<file path="config.mk">
export PLATFORM = sky130hd
export DESIGN_NAME = div
export DESIGN_NICKNAME = d
export VERILOG_FILES = /design/src/rtl/div.sv
export SDC_FILE = /design/constraint.sdc
export NUM_CORES = 1
export LEC_CHECK = 0
export ABC_AREA = 1
export CORE_ASPECT_RATIO = 0.5
export CORE_UTILIZATION = 52
export CTS_CLUSTER_SIZE = 30
export DETAILED_ROUTE_END_ITERATION = 10
export PLACE_DENSITY = 0.77
export SLEW_MARGIN = 40
export SYNTH_ARGS = -nofsm -noshare
export SYNTH_HDL_FRONTEND = slang
export SYNTH_SLANG_ARGS = --single-unit
</file>
<file path="constraint.sdc">
create_clock -name clk -period 2 [get_ports clk]
set_input_delay 0.2 -clock clk [delete_from_list [all_inputs] [get_ports clk]]
set_output_delay 0.2 -clock clk [all_outputs]
set_load 0.05 [all_outputs]
</file>
<file path="src/rtl/div.sv">
// Iterative radix-2 restoring divider for DIV/DIVU: 32 shift-subtract steps, sign fixup, HI/LO writeback.
// Optional macro DIV_ZERO_FAST_EN: a zero divisor skips the iteration loop and completes two cycles after accept.
`ifndef LG_ROB_ENTRIES
`define LG_ROB_ENTRIES 6
`endif
`ifndef LG_HILO_PRF_ENTRIES
`define LG_HILO_PRF_ENTRIES 6
`endif

package div_uop_pkg;
  typedef logic [5:0] opcode_t;
  localparam opcode_t OP_DIV  = 6'd26;
  localparam opcode_t OP_DIVU = 6'd27;
endpackage

module div
  import div_uop_pkg::*;
(
  input  logic                            clk,
  input  logic                            reset,
  input  opcode_t                         opcode,
  input  logic                            go,
  input  logic [31:0]                     src_A,
  input  logic [31:0]                     src_B,
  input  logic [`LG_ROB_ENTRIES-1:0]      rob_ptr_in,
  input  logic [`LG_HILO_PRF_ENTRIES-1:0] hilo_prf_ptr_in,
  output logic                            ready,
  output logic [63:0]                     y,
  output logic                            complete,
  output logic [`LG_ROB_ENTRIES-1:0]      rob_ptr_out,
  output logic                            hilo_prf_ptr_val_out,
  output logic [`LG_HILO_PRF_ENTRIES-1:0] hilo_prf_ptr_out
);

  typedef enum logic [1:0] {
    S_IDLE  = 2'd0,
    S_ITER  = 2'd1,
    S_FIXUP = 2'd2,
    S_DONE  = 2'd3
  } state_t;

  state_t                          state_q, state_d;
  logic                            signed_q, signed_d;
  logic                            sign_a_q, sign_a_d;
  logic                            sign_b_q, sign_b_d;
  logic                            zero_q, zero_d;
  logic [31:0]                     abs_b_q, abs_b_d;
  logic [31:0]                     raw_a_q, raw_a_d;
  logic [31:0]                     rem_q, rem_d;
  logic [31:0]                     quo_q, quo_d;
  logic [4:0]                      cnt_q, cnt_d;
  logic [`LG_ROB_ENTRIES-1:0]      rob_q, rob_d;
  logic [`LG_HILO_PRF_ENTRIES-1:0] hilo_q, hilo_d;
  logic [63:0]                     y_q, y_d;
  logic [`LG_ROB_ENTRIES-1:0]      rob_out_q, rob_out_d;
  logic [`LG_HILO_PRF_ENTRIES-1:0] hilo_out_q, hilo_out_d;
  logic                            complete_q, complete_d;

  logic                            op_signed_s;
  logic [31:0]                     abs_a_s;
  logic [32:0]                     rem_sh_s;
  logic [32:0]                     trial_s;
  logic [31:0]                     quo_fix_s;
  logic [31:0]                     rem_fix_s;

  // Next-state, datapath and output-register computation
  always_comb begin
    state_d     = state_q;
    signed_d    = signed_q;
    sign_a_d    = sign_a_q;
    sign_b_d    = sign_b_q;
    zero_d      = zero_q;
    abs_b_d     = abs_b_q;
    raw_a_d     = raw_a_q;
    rem_d       = rem_q;
    quo_d       = quo_q;
    cnt_d       = cnt_q;
    rob_d       = rob_q;
    hilo_d      = hilo_q;
    y_d         = y_q;
    rob_out_d   = rob_out_q;
    hilo_out_d  = hilo_out_q;
    complete_d  = 1'b0;

    op_signed_s = (opcode != OP_DIVU);
    abs_a_s     = (op_signed_s && src_A[31]) ? (32'd0 - src_A) : src_A;
    rem_sh_s    = {rem_q, quo_q[31]};
    trial_s     = rem_sh_s - {1'b0, abs_b_q};

    // Zero divisor overrides the sign corrections for both opcodes
    if (zero_q) begin
      quo_fix_s = 32'hFFFF_FFFF;
      rem_fix_s = raw_a_q;
    end else if (signed_q) begin
      quo_fix_s = (sign_a_q != sign_b_q) ? (32'd0 - quo_q) : quo_q;
      rem_fix_s = sign_a_q ? (32'd0 - rem_q) : rem_q;
    end else begin
      quo_fix_s = quo_q;
      rem_fix_s = rem_q;
    end

    case (state_q)
      S_IDLE: begin
        if (go) begin
          signed_d = op_signed_s;
          sign_a_d = op_signed_s & src_A[31];
          sign_b_d = op_signed_s & src_B[31];
          abs_b_d  = (op_signed_s && src_B[31]) ? (32'd0 - src_B) : src_B;
          raw_a_d  = src_A;
          zero_d   = (src_B == 32'd0);
          rob_d    = rob_ptr_in;
          hilo_d   = hilo_prf_ptr_in;
          rem_d    = 32'd0;
          quo_d    = abs_a_s;
          cnt_d    = 5'd31;
`ifdef DIV_ZERO_FAST_EN
          state_d  = (src_B == 32'd0) ? S_FIXUP : S_ITER;
`else
          state_d  = S_ITER;
`endif
        end else begin
          state_d = S_IDLE;
        end
      end
      S_ITER: begin
        if (trial_s[32]) begin
          rem_d = rem_sh_s[31:0];
          quo_d = {quo_q[30:0], 1'b0};
        end else begin
          rem_d = trial_s[31:0];
          quo_d = {quo_q[30:0], 1'b1};
        end
        if (cnt_q == 5'd0) begin
          state_d = S_FIXUP;
        end else begin
          cnt_d = cnt_q - 5'd1;
        end
      end
      S_FIXUP: begin
        y_d        = {rem_fix_s, quo_fix_s};
        rob_out_d  = rob_q;
        hilo_out_d = hilo_q;
        complete_d = 1'b1;
        state_d    = S_DONE;
      end
      S_DONE: begin
        state_d = S_IDLE;
      end
      default: begin
        state_d = S_IDLE;
      end
    endcase
  end

  // State and datapath registers with synchronous active-low reset
  always_ff @(posedge clk) begin
    if (!reset) begin
      state_q    <= S_IDLE;
      signed_q   <= 1'b0;
      sign_a_q   <= 1'b0;
      sign_b_q   <= 1'b0;
      zero_q     <= 1'b0;
      abs_b_q    <= 32'd0;
      raw_a_q    <= 32'd0;
      rem_q      <= 32'd0;
      quo_q      <= 32'd0;
      cnt_q      <= 5'd0;
      rob_q      <= '0;
      hilo_q     <= '0;
      y_q        <= 64'd0;
      rob_out_q  <= '0;
      hilo_out_q <= '0;
      complete_q <= 1'b0;
    end else begin
      state_q    <= state_d;
      signed_q   <= signed_d;
      sign_a_q   <= sign_a_d;
      sign_b_q   <= sign_b_d;
      zero_q     <= zero_d;
      abs_b_q    <= abs_b_d;
      raw_a_q    <= raw_a_d;
      rem_q      <= rem_d;
      quo_q      <= quo_d;
      cnt_q      <= cnt_d;
      rob_q      <= rob_d;
      hilo_q     <= hilo_d;
      y_q        <= y_d;
      rob_out_q  <= rob_out_d;
      hilo_out_q <= hilo_out_d;
      complete_q <= complete_d;
    end
  end

  // ready is masked while reset is held so no go is taken during reset
  assign ready                = reset & (state_q == S_IDLE);
  assign y                    = y_q;
  assign complete             = complete_q;
  assign hilo_prf_ptr_val_out = complete_q;
  assign rob_ptr_out          = rob_out_q;
  assign hilo_prf_ptr_out     = hilo_out_q;

endmodule

</file>
### Wiring heat map

24 x 12 tiles, from dark blue (low) to red (high), scaled to the fullest tile. Values are wire area over tile area, all layers added.
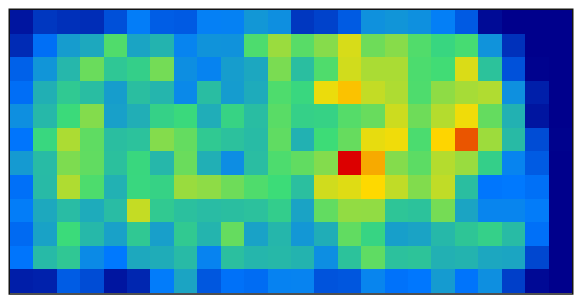
29% of the tiles are over half the peak. The densest ninth of the die: center. The mean over all tiles is 0.29. 5.9% of the tiles are nearly empty. The fullest tile reaches 0.74.

### Drive-strength map

Bar = 50 um.
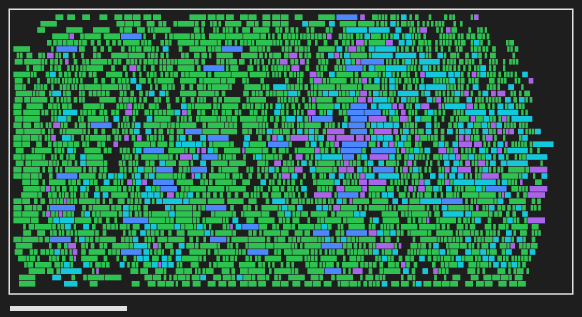
drive 1 or less: shown in green, cells 2263. drive 2: shown in purple, cells 143. drive 6 and up: shown in blue, cells 45. drive 3 to 4: shown in cyan, cells 319.

==> results.txt <==
fresh numbers from the pnr run: Clock buf/inv share=3.61%, final setup fails=34, DPL Wire Length=36600 um, count leader, synth=nand2_1, fin crit period=2.35 ns, Pwr Density=1070 nW/um2, post-synthesis cell count=2392, DRT iter0 DRCs=1942, reg2reg setup slack=-0.35 ns, Top Usage Layer GRT=met2, Max Transition Viols Final=0, cell taking the most area after synthesis=dfxtp_1, Hold Path Sink=quo_q[0]$_SDFFE_PN0P_, violated checks=setup timing, Routed WL per cell=16.1 um, most instantiated logic cells after routing=nand2_1, inv_1, buf_4, most used logic cell in the final layout=nand2_1, bufs w/o clock=448, status=finished, violations left, final hold slack=0.117 ns, post-route ant nets=0, Flop area=4580 um2, Layout area overhead=36.8%, FILL cells=2273, area reported by Yosys stat=14800 um2, area share of the largest cell type after synthesis=30.7%, final worst slack=-0.352 ns, Arrival @ worst endpoint=2.76 ns, io pins=164, GR met1 Demand/Resource=47.3%, Setup Total Neg Slack=-9.52 ns, VDD IR max=1170 uV, DRT Pass-1 Iters=6, floorplan utilization=53.3%, Core Rows=43, mux share of post-synthesis cell area=0%, buffer share of cell area=19.6%, WL met2=22800 um, Non-clk invs=337, met3 usage=5.55%, yosys xor share=3.01%, Comb area share=45.6%, worst slew pin tran=0.589 ns, internal power=12.2 mW, largest net degree at the start of global routing=104, post-cts resize count=43, grt ovf=0, Largest stage delay, worst path=0.37 ns, Synth Seq Share=30.7%, final WL=50900 um, dpl ws=-0.294 ns, Comb area=9260 um2, initial antenna violation count=0, share of cells above drive strength 1=18.3%, Post-CTS Hold Fix Bufs=0, Worst path depth=14, CTS max path bufs=3, GRT met2 Usage=52.4%, Latency at later pin=0.55 ns, max_cap viols=0, Total GRT Usage=33.5%, routed wire length on met3=4460 um, Post-Place Cell Area=18700 um2, Finished Core Util=72.8%, RSZ-0062 raised after global routing=true, leakage power figure=9.68 nW, distinct lib cells=52, Worst path slowest cell=dfxtp_1, period utilization=118%, via count=17200, mapped cell area=14800 um2, Inst Count DP=3100, Crit Path Category=flop to flop, Avg Inst Size Synth=6.21 um2, Yosys reg bits=228, Mapped Nets=2519, clock network power=4.39 mW, clkbuf count=28, flop count=228, ys cells=2392, Pwr top=combinational logic, synth cell count leaders=nand2_1, inv_1, a21oi_1, final hold viol count=0, adder-cell area share of the yosys netlist=3.59%, fmax=425 MHz
Power and IR drop assume default switching activity.
